`src/rtl/matrix_mult_sequencer_pkg.sv`:
```
// Shared constants, state encoding and operand-index helpers for the
// time-multiplexed 3x3 signed matrix multiply sequencer.
package matrix_mult_sequencer_pkg;

    localparam int unsigned DATA_W = 16;
    localparam int unsigned N      = 3;
    localparam int unsigned N_ELEM = 9;
    localparam int unsigned N_OPND = 18;
    localparam int unsigned CNT_W  = 5;
    localparam int unsigned IDX_W  = 2;

    typedef enum logic [1:0] {
        ST_LOAD = 2'd0,
        ST_MAC  = 2'd1,
        ST_OUT  = 2'd2
    } state_t;

    // Row-major position of element (row, col) inside one 3x3 operand
    function automatic logic [CNT_W-1:0] a_index(input logic [IDX_W-1:0] row,
                                                 input logic [IDX_W-1:0] col);
        return CNT_W'(row) * CNT_W'(N) + CNT_W'(col);
    endfunction

    // B occupies the second half of the operand file
    function automatic logic [CNT_W-1:0] b_index(input logic [IDX_W-1:0] row,
                                                 input logic [IDX_W-1:0] col);
        return CNT_W'(N_ELEM) + a_index(row, col);
    endfunction

endpackage

```
`src/rtl/matrix_mult_sequencer_mac.sv`:
```
// Registered signed multiply-accumulate; product and sum wrap modulo 2^DATA_W.
module mac_unit_s16
    import matrix_mult_sequencer_pkg::*;
(
    input  logic                     clk,
    input  logic                     rst_n,
    input  logic                     clear,
    input  logic                     en,
    input  logic signed [DATA_W-1:0] a,
    input  logic signed [DATA_W-1:0] b,
    output logic signed [DATA_W-1:0] sum_c
);

    logic signed [DATA_W-1:0] acc;
    logic signed [DATA_W-1:0] prod;

    // Evaluating in DATA_W context keeps only the low bits of the product
    assign prod  = a * b;
    assign sum_c = acc + prod;

    always_ff @(posedge clk or negedge rst_n) begin
        if (!rst_n) begin
            acc <= '0;
        end else if (clear) begin
            acc <= '0;
        end else if (en) begin
            acc <= sum_c;
        end
    end

endmodule

```
`src/rtl/matrix_mult_sequencer.sv`:
```
// Loads A and B over a valid/ready stream, runs nine 3-term dot products on a
// shared MAC, and streams the 3x3 product back out row-major.
module matrix_mult_sequencer
    import matrix_mult_sequencer_pkg::*;
(
    input  logic              clk,
    input  logic              rst_n,
    input  logic              in_valid,
    output logic              in_ready,
    input  logic [DATA_W-1:0] in_data,
    output logic              out_valid,
    input  logic              out_ready,
    output logic [DATA_W-1:0] out_data,
    output logic              out_last,
    input  logic              abort,
    output logic              busy,
    output logic              done
);

    localparam logic [IDX_W-1:0] LAST_IDX = IDX_W'(N - 1);
    localparam logic [CNT_W-1:0] LAST_OPND = CNT_W'(N_OPND - 1);

    state_t            state, state_n;
    logic [CNT_W-1:0]  load_cnt, load_cnt_n;
    logic [IDX_W-1:0]  i, j, k, i_n, j_n, k_n;
    logic [DATA_W-1:0] out_data_n;
    logic              in_ready_n, out_valid_n, out_last_n, busy_n, done_n;
    logic              wr_en, mac_clear, mac_en;
    logic [DATA_W-1:0] mac_sum;
    logic [DATA_W-1:0] opnd [N_OPND];

    // Operand file needs no reset: every element is rewritten before use
    always_ff @(posedge clk) begin
        if (wr_en) begin
            opnd[load_cnt] <= in_data;
        end
    end

    mac_unit_s16 u_mac (
        .clk   (clk),
        .rst_n (rst_n),
        .clear (mac_clear),
        .en    (mac_en),
        .a     (opnd[a_index(i, k)]),
        .b     (opnd[b_index(k, j)]),
        .sum_c (mac_sum)
    );

    always_ff @(posedge clk or negedge rst_n) begin
        if (!rst_n) begin
            state     <= ST_LOAD;
            load_cnt  <= '0;
            i         <= '0;
            j         <= '0;
            k         <= '0;
            in_ready  <= 1'b1;
            out_valid <= 1'b0;
            out_last  <= 1'b0;
            out_data  <= '0;
            busy      <= 1'b0;
            done      <= 1'b0;
        end else begin
            state     <= state_n;
            load_cnt  <= load_cnt_n;
            i         <= i_n;
            j         <= j_n;
            k         <= k_n;
            in_ready  <= in_ready_n;
            out_valid <= out_valid_n;
            out_last  <= out_last_n;
            out_data  <= out_data_n;
            busy      <= busy_n;
            done      <= done_n;
        end
    end

    // Next state plus the registered-output values derived from it
    always_comb begin
        state_n    = state;
        load_cnt_n = load_cnt;
        i_n        = i;
        j_n        = j;
        k_n        = k;
        out_data_n = out_data;
        done_n     = 1'b0;
        wr_en      = 1'b0;
        mac_clear  = 1'b0;
        mac_en     = 1'b0;

        if (abort) begin
            state_n    = ST_LOAD;
            load_cnt_n = '0;
            i_n        = '0;
            j_n        = '0;
            k_n        = '0;
            mac_clear  = 1'b1;
        end else begin
            case (state)
                ST_LOAD: begin
                    if (in_valid && in_ready) begin
                        wr_en = 1'b1;
                        if (load_cnt == LAST_OPND) begin
                            state_n    = ST_MAC;
                            load_cnt_n = '0;
                            i_n        = '0;
                            j_n        = '0;
                            k_n        = '0;
                            mac_clear  = 1'b1;
                        end else begin
                            load_cnt_n = load_cnt + CNT_W'(1);
                        end
                    end
                end
                ST_MAC: begin
                    if (k == LAST_IDX) begin
                        out_data_n = mac_sum;
                        k_n        = '0;
                        mac_clear  = 1'b1;
                        state_n    = ST_OUT;
                    end else begin
                        mac_en = 1'b1;
                        k_n    = k + IDX_W'(1);
                    end
                end
                ST_OUT: begin
                    if (out_ready) begin
                        if ((i == LAST_IDX) && (j == LAST_IDX)) begin
                            state_n = ST_LOAD;
                            done_n  = 1'b1;
                            i_n     = '0;
                            j_n     = '0;
                        end else begin
                            state_n = ST_MAC;
                            if (j == LAST_IDX) begin
                                j_n = '0;
                                i_n = i + IDX_W'(1);
                            end else begin
                                j_n = j + IDX_W'(1);
                            end
                        end
                    end
                end
                default: begin
                    state_n    = ST_LOAD;
                    load_cnt_n = '0;
                end
            endcase
        end

        in_ready_n  = (state_n == ST_LOAD);
        out_valid_n = (state_n == ST_OUT);
        out_last_n  = out_valid_n && (i_n == LAST_IDX) && (j_n == LAST_IDX);
        busy_n      = (state_n != ST_LOAD) || (load_cnt_n != '0);
    end

endmodule

```
`config.mk`:
```
export PLATFORM = sky130hd
export DESIGN_NAME = matrix_mult_sequencer
export DESIGN_NICKNAME = d
export VERILOG_FILES = /design/src/rtl/matrix_mult_sequencer_pkg.sv /design/src/rtl/matrix_mult_sequencer_mac.sv /design/src/rtl/matrix_mult_sequencer.sv
export SDC_FILE = /design/constraint.sdc
export NUM_CORES = 1
export LEC_CHECK = 0
export CAP_MARGIN = 20
export CELL_PAD_IN_SITES_DETAIL_PLACEMENT = 2
export CELL_PAD_IN_SITES_GLOBAL_PLACEMENT = 2
export CORE_MARGIN = 3
export CORE_UTILIZATION = 42
export DETAILED_ROUTE_END_ITERATION = 10
export PLACE_DENSITY_LB_ADDON = 0.3
export SETUP_SLACK_MARGIN = 0.02
export SLEW_MARGIN = 20
export SYNTH_ARGS = -nofsm -noshare
export SYNTH_HDL_FRONTEND = slang
export SYNTH_SLANG_ARGS = --single-unit
```
`constraint.sdc`:
```
create_clock -name clk -period 7.4 [get_ports clk]
set_input_delay 1.48 -clock clk [delete_from_list [all_inputs] [get_ports clk]]
set_output_delay 1.48 -clock clk [all_outputs]
set_load 0.02 [all_outputs]
```
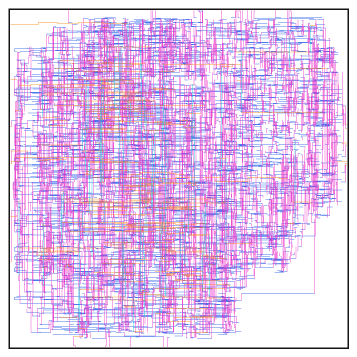
(images/layers.png)
Scale: 1.5 px per um.
Cyan stands for M4, wire length 2650 um. Magenta stands for M2, wire length 36.5 mm. Orange stands for M3, wire length 4020 um. Blue stands for M1, wire length 25.8 mm.

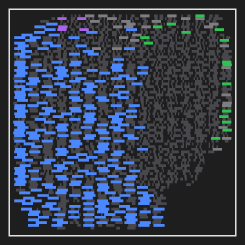
(images/ff_map.png)
Scale: 1 px per um. Other sequential cells in the stronger gray, the rest of the logic in the fainter gray.
Green stands for u_mac.acc, sequential cells 16. Purple stands for load_cnt, sequential cells 5, where north-west. Blue stands for opnd, sequential cells 288.
Another 29 sequential cells are not colored.

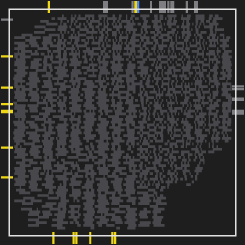
(images/pinout.png)
Scale: 1 px per um. Pins as bars across the die edge, other pins in gray.
Yellow stands for in_data, pins 16, direction input, edge 7 west, 6 south, 3 north. Blue stands for out_ready, pins 1, direction input, edge north.

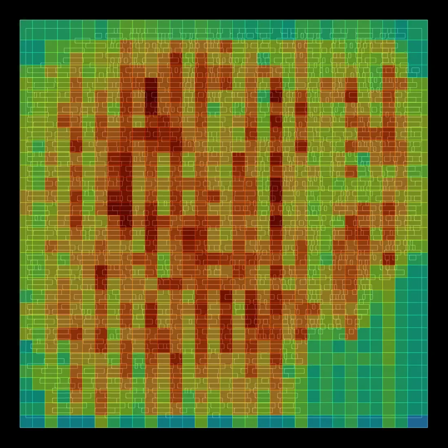
(images/congestion_map.png)
GRT Max-Usage Layer: met2
GR Util met1: 32.8%
routed length per placed instance: 30.8 um
overall track demand over capacity in global routing: 27.3%
global routing met2 resource utilization: 48.7%

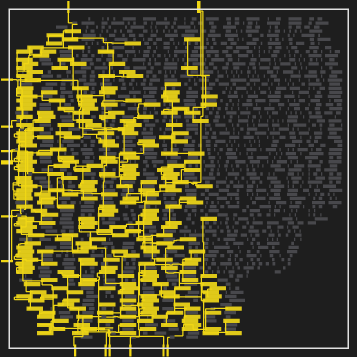
(images/port_trees.png)
Scale: 1.5 px per um.
Yellow stands for in_data, bits 16, direction input, end cells 288, buffers 16, wire 3880 um.

power breakdown:
group | switching (mW) | total (mW) | leakage, nW | internal [mW]
logic | 0.679 | 1.29 | 5.65 | 0.616
registers | 0.00658 | 2.09 | 3.28 | 2.08
clock network | 0.867 | 2.01 | 0.628 | 1.14
worst min-delay path by stage:
stage | end | slack, ns
6_report | out_data[5] | 0.50
5_1_grt | out_data[2] | 0.53
4_1_cts | out_data[9] | 0.49
3_5_place_dp | out_data[9] | 0.48
3_3_place_gp | out_data[4] | 0.47
2_1_floorplan | u_mac.acc[14] | 0.46
final cells by class:
type | instances | area [um^2]
multi-input combinational | 795 | 9870
timing repair buffer | 230 | 2260
antenna | 3 | 7.51
clock inverter | 18 | 221
fill | 4161 | 22100
sequential | 338 | 9900
clock buffer | 55 | 1080
tap | 607 | 759
inverter | 189 | 712
timing repair:
action / 4_1_cts / 5_1_grt
hold buffers: 0 / 0
gates resized: 119 / 39
setup endpoints to repair: 18 / 18
gates cloned: 1 / 0
setup buffers: 26 / 12
pin swaps: 36 / 22
cell families (layout without fill, tap and decap cells):
logic type,after synthesis,after routing,share of synthesized area [%]
other,0,3,0
adder cells (fa/ha/maj),181,181,14.9
flip-flops,338,338,49.2
multiplexers,200,200,18.6
XOR/XNOR,35,35,1.86
AND/OR/NAND/NOR,271,271,6.29
AND-OR/OR-AND,108,108,3.77
buffers and inverters,253,492,5.37
layer usage:
layer	wire length, um	vias up	track usage (%)	part of all wire, %
li1	-	5450	-	-
met1	25800	7021	32.8	37
met2	36500	524	48.7	53
met3	4020	155	4.68	5.8
met4	2650	0	11.6	3.8
met5	0	-	0	0
critical path: stages, from the launching register on:
cell,delay (ns)
dfrtp_2,0.43
fa_1,0.61
inv_2,0.05
fa_4,0.85
buf_12,0.16
mux4_2,0.52
mux4_2,0.49
o21ai_2,0.20
buf_6,0.17
nand2b_4,0.13
fa_1,0.44
fa_1,0.52
fa_1,0.51
inv_1,0.05
fa_1,0.47
inv_1,0.05
fa_1,0.46
fa_2,0.36
xor2_1,0.17
xnor2_1,0.18
xnor2_1,0.16
xnor2_1,0.16
xnor2_1,0.16
xnor3_1,0.27
xnor3_2,0.28
xnor2_2,0.17
o21ai_1,0.09
per-stage QoR:
stage / hold WS, ns / setup WS [ns] / instance area, um^2 / util, % / instances
final: 0.496 / -0.842 / 24800 / 52.8 / 2235
after global routing: 0.525 / -1.12 / 24800 / 52.8 / 2233
after CTS: 0.494 / -0.789 / 24600 / 52.4 / 2226
after detailed placement: 0.482 / -1.00 / 22600 / 48.1 / 2127
after global placement: 0.465 / -0.598 / 22600 / 48.1 / 2127
after floorplan: 0.455 / -0.0953 / 20300 / - / 1386
state kept, by name, indices dropped and copies added (netlist names):
name / count
u_mac.acc: 16
done: 1
i: 2
k: 2
state: 2
busy: 1
out_last: 1
in_ready: 1
load_cnt: 5
j: 2
out_data: 16
opnd: 288
out_valid: 1
cell usage in the layout, fill, tap and decap left out, types with 25 or more instances in the layout:
cell	count
edfxtp_1	288
inv_1	173
buf_4	140
mux4_2	135
nor2_1	101
fa_1	87
ha_1	70
nand2_1	48
dfrtp_1	47
mux2i_1	44
clkbuf_16	40
clkdlybuf4s50_1	40
buf_12	25
==> reports/qor.rpt <==
LOGIC SYNTHESIS
-------------------------------------------------------------------------------------
Most used standard cell by instance count after synthesis                    edfxtp_1
Total cell area reported by yosys after synthesis                         0.0201 mm^2
List of most frequent post-synthesis cells                               288 x edfxtp_1, 189 x inv_1, 131 x mux4_2
Number of nets at floorplan                                                      1588
Cell types occupying the most area after synthesis                       edfxtp_1 43%, mux4_2 15%, fa_1 9.7%
Number of enable-type register cells in the synthesized netlist                   288
Gate count of the mapped netlist                                                 1386
Number of synthesized register bits                                               338
Syn Std Cell Area                                                         0.0201 mm^2

WORST SETUP PATH
-------------------------------------------------------------------------------------
Worst endpoint required time                                                  7.87 ns
Kind of end point of the critical path                                       register
Worst setup path endpoint                                                out_data[15]
Kind of launch point of the worst setup path                                 register
Minimum setup slack among reg-to-reg paths                                   -0.84 ns
Worst r2r src                                                                    j[1]

TIMING
-------------------------------------------------------------------------------------
Final Hold Fails                                                                    0
Slew margin rel.                                                                33.2%
Upper clock frequency limit                                                   121 MHz
Clock Skews                                                                 0.0389 ns
Number of pins exceeding their max-slew limit in the final report                   0
RSZ-0062 raised after global routing                                              yes
Number of setup violations in the final report                                     16
Post-layout period usage of the worst path                                       111%
Worst-case setup margin in the final layout                                 -0.842 ns

FINISH
-------------------------------------------------------------------------------------
Layout cells sized above 1                                                      32.9%
Area grow syn2layout                                                            23.2%

DIE
-------------------------------------------------------------------------------------
Die X-Extent                                                                   225 um
Die Area                                                                  0.0506 mm^2

CLOCK TREE
-------------------------------------------------------------------------------------
Clock-pin slew of the registers on the worst-case setup and hold paths        0.06 ns
Number of CTS-inserted buffers                                                     40

ROUTE
-------------------------------------------------------------------------------------
DRC errors left                                                                     0
Count of TritonRoute iterations in the first routing pass                           5
Vias post-DR                                                                    13200

OUTCOME
-------------------------------------------------------------------------------------
Result of the run                                                        finished with violations
Violated checks                                                          negative setup slack

GLOBAL ROUTING
-------------------------------------------------------------------------------------
Antenna violations before repair                                                    2
Pin count of the biggest net entering global routing                               51
Vias in the first global route                                                  15100

JOB
-------------------------------------------------------------------------------------
Reported max-cap violation count                                                    0

HOLD PATH
-------------------------------------------------------------------------------------
Worst hold start                                                          out_data[5]
Count of cells along the worst hold path                                            2
Path category of the worst min-delay check                               register to register

POWER
-------------------------------------------------------------------------------------
PwrDens                                                                   217 mW/mm^2
Final total power                                                             5.39 mW

PLACEMENT
-------------------------------------------------------------------------------------
Count of input and output buffers                                                  41

Power and IR drop assume default switching activity.
